`config.mk`:
```
export PLATFORM = sky130hd
export DESIGN_NAME = scan_mux
export DESIGN_NICKNAME = d
export VERILOG_FILES = /design/src/rtl/scan_mux.sv
export SDC_FILE = /design/constraint.sdc
export NUM_CORES = 1
export LEC_CHECK = 0
export CAP_MARGIN = 20
export CORE_MARGIN = 2
export CORE_UTILIZATION = 46
export CTS_CLUSTER_SIZE = 28
export DETAILED_ROUTE_END_ITERATION = 6
export GPL_TIMING_DRIVEN = 0
export PLACE_DENSITY = 0.82
export RECOVER_POWER = 50
export REMOVE_ABC_BUFFERS = 1
export SYNTH_ARGS = -nofsm -noshare
export SYNTH_HDL_FRONTEND = slang
export SYNTH_SLANG_ARGS = --single-unit
```
`constraint.sdc`:
```
create_clock -name clk -period 2 [get_ports clk]
set_input_delay 0.2 -clock clk [delete_from_list [all_inputs] [get_ports clk]]
set_output_delay 0.2 -clock clk [all_outputs]
set_load 0.01 [all_outputs]
```
`src/rtl/scan_mux.sv`:
```
// scan_mux: N-to-1 registered multiplexer with an auto-scan channel walker.
// The output register carries the data, its channel tag, validity and a wrap pulse.
module scan_mux #(
   parameter int WIDTH    = 1,
   parameter int CHANNELS = 8,
   localparam int SEL_W   = $clog2(CHANNELS)
) (
   input  logic                      clk,
   input  logic                      rst,
   input  logic [CHANNELS*WIDTH-1:0] data_in,
   input  logic                      mode,
   input  logic [SEL_W-1:0]          sel_in,
   input  logic                      hold,
   input  logic [7:0]                dwell,
   output logic [WIDTH-1:0]          data_out,
   output logic [SEL_W-1:0]          chan_out,
   output logic                      out_valid,
   output logic                      wrap
);

   localparam logic [SEL_W:0]   CH_N = (SEL_W+1)'(CHANNELS);
   localparam logic [SEL_W-1:0] LAST = SEL_W'(CHANNELS - 1);

   logic [SEL_W-1:0] scan_ptr;
   logic [7:0]       dwell_cnt;
   logic [SEL_W-1:0] ch;
   logic [WIDTH-1:0] mux_out;
   logic             ch_ok;
   logic             adv;

   always_comb begin
      ch    = mode ? scan_ptr : sel_in;
      ch_ok = {1'b0, ch} < CH_N;
      adv   = mode && !hold && (dwell_cnt >= dwell);
   end

   // Binary tree of 2:1 stages; leaf index equals the select code and
   // leaves past the last real channel read as zero.
   genvar l, i;
   generate
      for (l = 0; l <= SEL_W; l++) begin : lvl
         logic [WIDTH-1:0] node [1<<l];
         for (i = 0; i < (1 << l); i++) begin : n
            if (l == SEL_W) begin : leaf
               if (i < CHANNELS) begin : real_ch
                  assign node[i] = data_in[i*WIDTH +: WIDTH];
               end else begin : pad_ch
                  assign node[i] = '0;
               end
            end else begin : mx
               assign node[i] = ch[SEL_W-1-l] ? lvl[l+1].node[2*i+1]
                                              : lvl[l+1].node[2*i];
            end
         end
      end
   endgenerate

   assign mux_out = lvl[0].node[0];

   always_ff @(posedge clk) begin
      if (rst) begin
         data_out  <= '0;
         chan_out  <= '0;
         out_valid <= 1'b0;
         wrap      <= 1'b0;
         scan_ptr  <= '0;
         dwell_cnt <= '0;
      end else begin
         data_out  <= mux_out;
         chan_out  <= ch;
         out_valid <= ch_ok;
         wrap      <= adv && (scan_ptr == LAST);
         if (!mode) begin
            scan_ptr  <= '0;
            dwell_cnt <= '0;
         end else if (!hold) begin
            if (adv) begin
               dwell_cnt <= '0;
               scan_ptr  <= (scan_ptr == LAST) ? '0 : scan_ptr + SEL_W'(1);
            end else begin
               dwell_cnt <= dwell_cnt + 8'd1;
            end
         end
      end
   end

endmodule

```
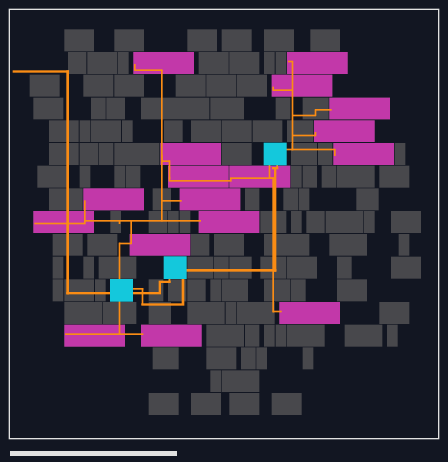
(routed clock nets over the placement)
Bar = 20 um.
legend:
  orange:
    item: clock wires
    length: 226 um
  cyan:
    item: clock drivers
    count: 3
  magenta:
    item: flip-flops
    count: 17
routed clock nets: 4

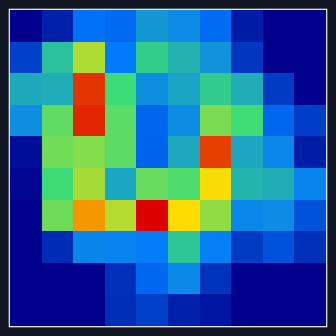
(wire density map)
10 x 10 tiles, from dark blue (low) to red (high), scaled to the fullest tile. Values are wire area over tile area, all layers added.
mean over tiles: 0.13
tiles over half the peak: 22%
fullest tile: 0.45
densest ninth of the die: centre
nearly empty tiles: 21%
overall via count from detail_route: 882
Wirelength per Cell: 12.9 um
final wirelength: 2180 um
overall routing resource usage: 18.7%

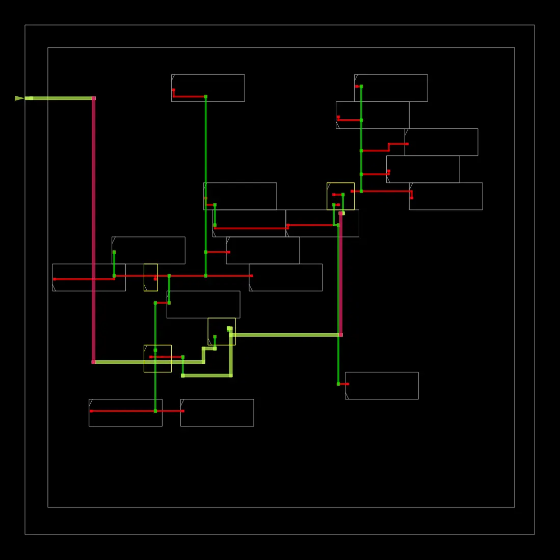
(clock wiring as the flow saved it)
Clk Latency, worst-skew pair: 0.29 ns
Sink Count: 17
clock buffers: 4
total CTS buffers: 3
Clock group: 185 uW

==> results_slide.txt <==
Key Metrics from the Run

Run status
  – Status: complete, no violations

Setup path
  – CP max stage delay: roughly 0.45 ns
  – CP Launch Point: dwell[5]
  – Critical path endpoint: scan_ptr[0]$_SDFFE_PP0P_
  – Worst r2r path cells: 5
  – Number of cells on the critical path: 7
  – Endpoint class of the critical path: flop
  – Req. time, crit path: approximately 2.2 ns
  – Top delay family on crit path: AND-OR/OR-AND gates
  – R2r setup slk: 0.14 ns
  – WP data arrival: 2.05 ns
  – Worst Setup Start Kind: input port
  – CP max FO: 3

Clock tree
  – CTS tree: built
  – Max Buffers Root-to-Sink: 2
  – Post_cts resized: 0
  – Hold Buf Count CTS: 0
  – H-tree levels: 1

Yosys
  – Post-synth EDFFs: 0
  – Dominant register cell: dfxtp_1
  – Simple-Gate Area Share: between 20% and 30%
  – Cell Type Count: 37
  – Seq share, synth: 33.2%
  – Yosys warns: 0
  – Post-synthesis cell count: ~110
  – Adder Share, Synth: 13.4%
  – Top-count cell post-synth: dfxtp_1
  – Synth Register Bits: 17
  – Area of the mapped netlist: 1030 sq um
  – Yosys Chip Area: 1030 sq um
  – Post-Synthesis Mean Instance Area: ~9.3 sq um
  – Top-area cell share: about a third
  – Asr flop ratio synth: 0%

Detailed routing
  – Antenna-violating nets left: 0
  – Residual DRC count: 0
  – First-pass DRT Iterations: 4
  – Met3 Wirelength: around 81 um
  – DR vias/cell: approximately 5.2
  – Wl on met1: between 800 and 900 um
  – Metal2 WL: between 1000 and 1500 um

Cells and area
  – Logic share of the area: between 40% and 50%
  – Area growth syn-to-layout: 32.2%
  – Most frequent logic cell in the layout: clkdlybuf4s50_1
  – Top flop regs: dwell_cnt x8, chan_out x3, scan_ptr x3
  – N_diodes: 0
  – Reg with most FFs: dwell_cnt
  – Flip-flops: 17
  – Share of layout cells above drive strength 1: roughly 6.4%
  – Number of fill cells: 195
  – Inverters: 10
  – Final Non-Filler Cells: 169
  – Max FFs per register: 8
  – Buffering overhead: 20.7%

Hold path
  – HP Class: reg2reg
  – Hold Path Stages: 2
  – Hold path startpoint: scan_ptr[1]$_SDFFE_PP0P_
  – Worst Hold End: scan_ptr[1]$_SDFFE_PP0P_

Power and ir drop
  – Int Pwr: 495 uW
  – Clock share of power: ~28%
  – Power Density: 482 nW/um^2
  – NetSw: 159 uW
  – Comb pwr share: a little under a fifth
  – Peak VDD IR: roughly 0.29 mV
  – Top Consumer: sequential cells
  – Pleak: roughly 0.0006 uW
  – Flop pwr share: 53.2%
  – Total power: roughly 650 uW

Job
  – Count of tool warnings: 25
  – MaxCap Viol Count: 0

Global routing
  – M2 GR Usage: between 30% and 40%
  – Grt met1 use: 19.5%
  – GR peak layer: met2

Floorplan
  – Die width: roughly 50 um
  – Starting Density: between 40% and 50%
  – Total core area: 2170 sq um
  – Chip Footprint: about 2600 sq um
  – IO Count: 29

Timing
  – Final Critical Period: ~1.9 ns
  – RSZ-0062 raised after global routing: false
  – Tcrit/Tclk final: 93.2%
  – Rel. slew slack: approximately 56%
  – Peak Freq: 537 MHz
  – Final setup fails: 0
  – Final Hold Slack: ~0.49 ns

Place
  – Inst Count DP: ~170
  – Placement Setup Slack: -0.159 ns
  – Placer Congestion: just under 0.8
  – IO Port Bufs: 28
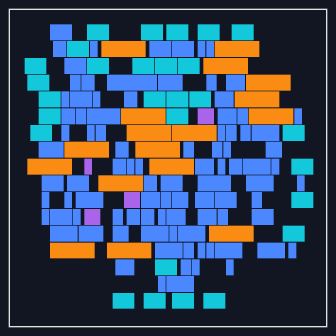
(cells coloured by class)
legend:
  blue:
    class: combinational and other logic
    cells: 92
    share_of_their_area: 51%
  cyan:
    class: other buffers and delay cells
    cells: 28
    share_of_their_area: 21%
  orange:
    class: flops
    cells: 17
    share_of_their_area: 26%
  purple:
    class: clock drivers and dummy loads
    cells: 4
    share_of_their_area: 2.0%
Seq area share: 25.1%
fin util: 62.5%
FP Rows: 17

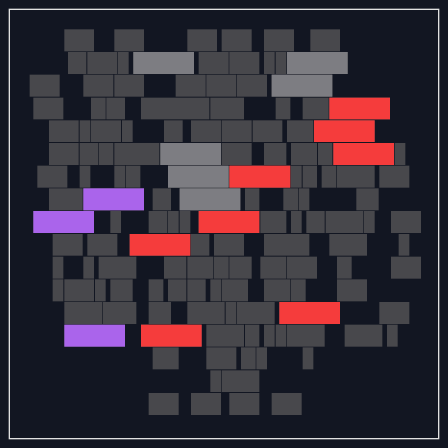
(register map, names as in the netlist)
Other sequential cells in the stronger grey, the rest of the logic in the fainter grey.
legend:
  red:
    name_in_the_netlist: `dwell_cnt`
    flops: 8
  purple:
    name_in_the_netlist: `scan_ptr`
    flops: 3
not coloured: 6
Seq power: 348 uW
Flop area: 340 sq um

Power is estimated from default activity; no workload was simulated.
